### config.mk
export PLATFORM = sky130hd
export DESIGN_NAME = fifo_block_reducer
export DESIGN_NICKNAME = d
export VERILOG_FILES = /design/src/rtl/fifo_block_reducer.sv
export SDC_FILE = /design/constraint.sdc
export NUM_CORES = 1
export LEC_CHECK = 0
export CORE_UTILIZATION = 40
export DETAILED_ROUTE_END_ITERATION = 10
export MAX_ROUTING_LAYER = met4
export PLACE_DENSITY_LB_ADDON = 0.2
export SYNTH_ARGS = -nofsm -noshare
export SYNTH_HDL_FRONTEND = slang
export SYNTH_SLANG_ARGS = --single-unit
### constraint.sdc
create_clock -name pcie_clk -period 3.8 [get_ports pcie_clk]
set_input_delay 0.76 -clock pcie_clk [delete_from_list [all_inputs] [get_ports pcie_clk]]
set_output_delay 0.76 -clock pcie_clk [all_outputs]
set_load 0.02 [all_outputs]
### src/rtl/fifo_block_reducer.sv
// Block reducer: sums cfg_block_len words (or up to in_last) into one result per block.
// Optional macro FIFO_REDUCER_SAT_EN makes the per-block sum saturate instead of wrap.
module fifo_block_reducer #(
  parameter int unsigned DATA_W = 32,
  parameter int unsigned CNT_W  = 16
) (
  input  logic              pcie_clk,
  input  logic              pcie_rst,
  input  logic [DATA_W-1:0] in_data,
  input  logic              in_valid,
  input  logic              in_last,
  output logic              in_ready,
  input  logic [CNT_W-1:0]  cfg_block_len,
  output logic [DATA_W-1:0] out_sum,
  output logic [CNT_W-1:0]  out_count,
  output logic              out_ovf,
  output logic              out_valid,
  input  logic              out_ready,
  output logic              busy,
  output logic [CNT_W-1:0]  blocks_done
);

  typedef enum logic [1:0] {S_IDLE, S_ACC, S_HOLD} state_t;

  state_t            r_state;
  state_t            w_state_nxt;
  logic [DATA_W-1:0] r_acc;
  logic [CNT_W-1:0]  r_cnt;
  logic [CNT_W-1:0]  r_len;
  logic              r_ovf;
  logic [CNT_W-1:0]  r_blocks;

  logic              w_in_acc;
  logic              w_out_acc;
  logic [CNT_W-1:0]  w_len_eff;
  logic [CNT_W-1:0]  w_cnt_inc;
  logic [DATA_W:0]   w_sum_ext;
  logic              w_carry;
  logic [DATA_W-1:0] w_acc_nxt;

  assign w_len_eff = (cfg_block_len == '0) ? CNT_W'(1) : cfg_block_len;
  assign w_cnt_inc = r_cnt + CNT_W'(1);
  assign w_sum_ext = {1'b0, r_acc} + {1'b0, in_data};
  assign w_carry   = w_sum_ext[DATA_W];

`ifdef FIFO_REDUCER_SAT_EN
  // Once saturated the accumulator is pinned; adding zero would otherwise not carry.
  assign w_acc_nxt = (w_carry || r_ovf) ? '1 : w_sum_ext[DATA_W-1:0];
`else
  assign w_acc_nxt = w_sum_ext[DATA_W-1:0];
`endif

  // in_ready is forced low while reset is asserted so nothing is taken that cycle.
  assign in_ready  = (r_state != S_HOLD) && !pcie_rst;
  assign out_valid = (r_state == S_HOLD);
  assign busy      = (r_state != S_IDLE);
  assign w_in_acc  = in_valid && in_ready;
  assign w_out_acc = out_valid && out_ready;

  assign out_sum     = r_acc;
  assign out_count   = r_cnt;
  assign out_ovf     = r_ovf;
  assign blocks_done = r_blocks;

  always_comb begin
    w_state_nxt = r_state;
    case (r_state)
      S_IDLE: begin
        if (w_in_acc) begin
          if (w_len_eff == CNT_W'(1) || in_last) w_state_nxt = S_HOLD;
          else                                   w_state_nxt = S_ACC;
        end
      end
      S_ACC: begin
        if (w_in_acc && (w_cnt_inc == r_len || in_last)) w_state_nxt = S_HOLD;
      end
      S_HOLD: begin
        if (w_out_acc) w_state_nxt = S_IDLE;
      end
      default: w_state_nxt = S_IDLE;
    endcase
  end

  always_ff @(posedge pcie_clk) begin
    if (pcie_rst) begin
      r_state  <= S_IDLE;
      r_acc    <= '0;
      r_cnt    <= '0;
      r_len    <= CNT_W'(1);
      r_ovf    <= 1'b0;
      r_blocks <= '0;
    end else begin
      r_state <= w_state_nxt;
      case (r_state)
        S_IDLE: begin
          if (w_in_acc) begin
            r_acc <= in_data;
            r_cnt <= CNT_W'(1);
            r_ovf <= 1'b0;
            r_len <= w_len_eff;
          end
        end
        S_ACC: begin
          if (w_in_acc) begin
            r_acc <= w_acc_nxt;
            r_cnt <= w_cnt_inc;
            r_ovf <= r_ovf | w_carry;
          end
        end
        S_HOLD: begin
          if (w_out_acc) r_blocks <= r_blocks + CNT_W'(1);
        end
        default: ;
      endcase
    end
  end

endmodule

==> flow_summary.toml, run 1 <==
# synthesis and place-and-route metrics
[status]
status = "finished clean"

[synth]
ys_seq_share_pct = 28.84
async_flop_share_pct = 0
flop_cell = "dfxtp_1"
aoi_share_pct = 23.18
synth_flops = 83
ys_warn_count = 0
common_cells = "dfxtp_1, nor2_1, nand2_1"
syn-cell-area_mm2 = 0.005761

[finish]
stdcell_area_mm2 = 0.007406
comb_area_share_pct = 52.17
buffer_area_share_pct = 17.54
signal_buffers = 132
most-common-layout-cells = "clkdlybuf4s50_1, dfxtp_1, nor2_1, nand2_1, a21oi_1"
inv_count = 12
n_clock_buffer = 10
flop-count = 83
clock_area_share_pct = 4.207
final_util_pct = 52.94

[clock_tree]
holdBufCountCts = 0
cts_num_sinks = 83

[final_timing]
fin_setup_tns_ns = 0
rsz0062_at_grt = "no"
finalCritPeriodShare_pct = 85.86

[global_routing]
overflow = 0
first_global_vias = 5512

[critical_path]
rr_worst_depth = 11
path_max_fanout = 5
worstSetupPathType = "in2reg"
cp_slowest_cell = "clkdlybuf4s50_1"
crit_cells = 12
max_stage_delay_ns = 0.50
cp-start-kind = "input pin"
path_buffers = 2
cpLargestDelayFamily = "AND-OR/OR-AND gates"
endpoint_kind = "flop"
crit_top_cell = "a21oi_1"

[floorplan]
io_pins = 121
fp.coreArea_mm2 = 0.01399

[detailed_routing]
viasPerCell = 5.714
dr.pass1.iters = 5
wl_per_cell_um = 16.10

[power_and_ir_drop]
clockPowerShare_pct = 36.9
power.group.top = "registers"

[placement]
placed_area_mm2 = 0.007094
dp_cells = 1009

[hold_path]
hp-class = "reg2reg"
run_1/met4.png
Bar = 20 um.
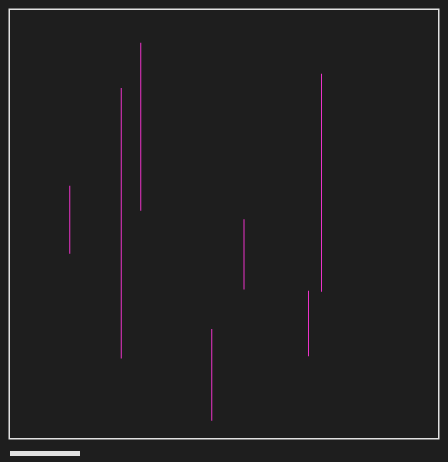
wire length on this layer: 269 um
nets with wire on the layer: 4
main direction: vertical
longest straight run: 76.8 um
DRT Wirelength: 16.50 mm
via count: 5857

run_1/pins.png
Pins as bars across the die edge, other pins in gray.
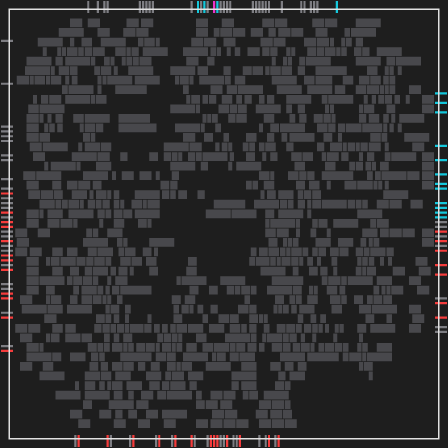
legend:
  magenta:
    port: pcie_rst
    pins: 1
    direction: input
    edge: north
  cyan:
    port: out_count
    pins: 16
    direction: output
    edge: 12 east, 4 north
  red:
    port: in_data
    pins: 32
    direction: input
    edge: 13 south, 12 west, 7 east
all pins by edge: 35 west, 33 north, 27 south, 26 east
Die Width: 122.0 um
DIE HEIGHT: 122.0 um
Buffers on Ports: 120

run_1/clock_map.png
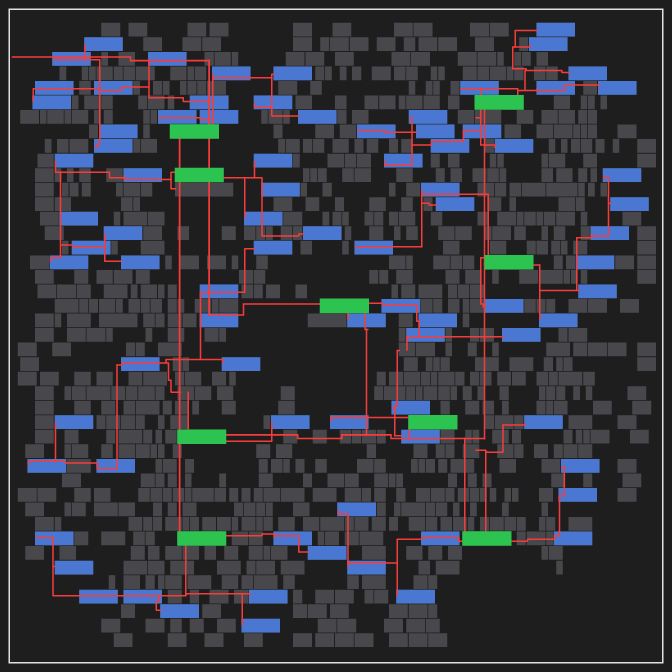
legend:
  blue:
    item: flip-flops
    count: 83
  red:
    item: clock wires
    length: 1260 um
  green:
    item: cells driving clock nets
    count: 9
flops lie: all over the die
routed clock nets: 10
Clock Latency Late Sink: 0.36 ns
clock distribution power: 0.930 mW
Worst Skew: 0.006954 ns

--- run 2 (diff from run 1) ---
SETUP_SLACK_MARGIN = 0.1   (was unset)
clock period = 3.78 ns   (was 3.8 ns; I/O delays follow)
run_2/met4.png
Bar = 20 um.
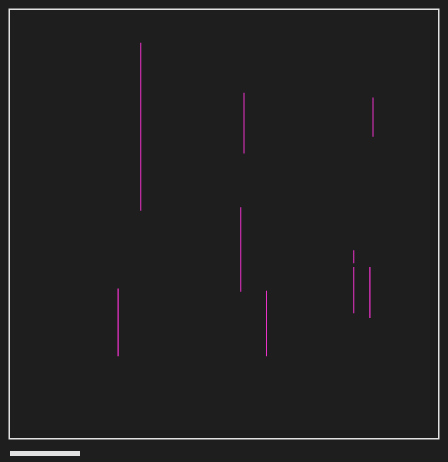
main direction: vertical
nets with wire on the layer: 7
via count: 5885
DRT Wirelength: 16.65 mm

run_2/final_clocks.png
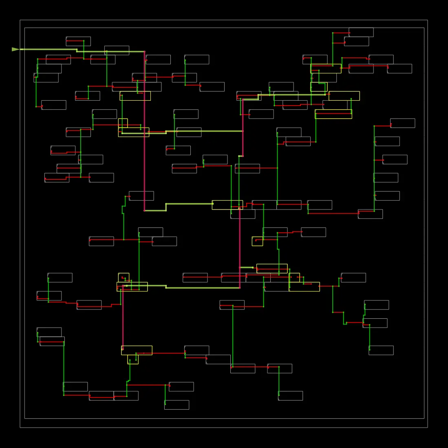
Worst Skew: 0.009242 ns
registers: 83
clock sinks: 83

==> run 2 against run 1 <==
Core utilization did not move. Flip-flop count is the same. Via count is 0.48% higher. Area after synthesis is the same. Wire length is 0.95% higher. Critical path depth is 2 lower. Register-to-register slack about the same. Largest power group unchanged.
==> flow_summary.toml, run 2 <==
# synthesis and place-and-route metrics
[global_routing]
first_global_vias = 5568
overflow = 0

[final_timing]
finalCritPeriodShare_pct = 86.79
rsz0062_at_grt = "no"
fin_setup_tns_ns = 0

[synth]
flop_cell = "dfxtp_1"
async_flop_share_pct = 0
ys_seq_share_pct = 28.84
syn-cell-area_mm2 = 0.005761
synth_flops = 83
aoi_share_pct = 23.18

[finish]
clock_area_share_pct = 4.207
most-common-layout-cells = "clkdlybuf4s50_1, dfxtp_1, nor2_1, nand2_1, a21oi_1"
n_clock_buffer = 10
inv_count = 12
buffer_area_share_pct = 17.54
signal_buffers = 132
comb_area_share_pct = 52.17

[critical_path]
endpoint_kind = "flop"
max_stage_delay_ns = 0.46
cp-start-kind = "input pin"
path_max_fanout = 6
path_buffers = 1
rr_worst_depth = 11
cpLargestDelayFamily = "AND-OR/OR-AND gates"
worstSetupPathType = "in2reg"
cp_slowest_cell = "a31oi_2"
crit_cells = 10

[placement]
placed_area_mm2 = 0.007094
port_buffers = 120

[detailed_routing]
dr.pass1.iters = 5
viasPerCell = 5.741
wl_per_cell_um = 16.25

[status]
status = "finished clean"

[floorplan]
die_y_um = 122.0
io_pins = 121
dieWidth_um = 122.0

[power_and_ir_drop]
power.group.top = "registers"
run_2/clock_map.png
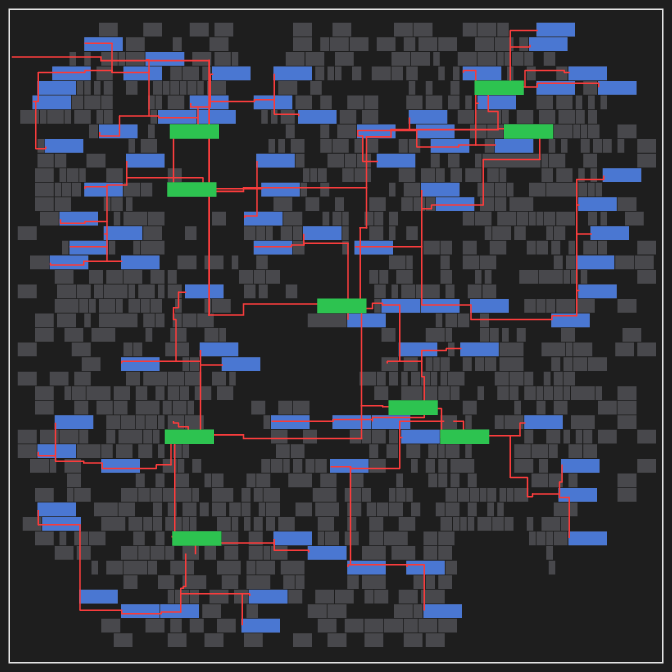
legend:
  red:
    item: clock wires
    length: 1250 um
  green:
    item: cells driving clock nets
    count: 9
  blue:
    item: flip-flops
    count: 83
routed clock nets: 10
flops lie: all over the die
clock distribution power: 0.926 mW
Clk pwr share: 36.6%
Clock Latency Late Sink: 0.35 ns

Power figures rest on the tool's default switching activity, not on a simulated workload.
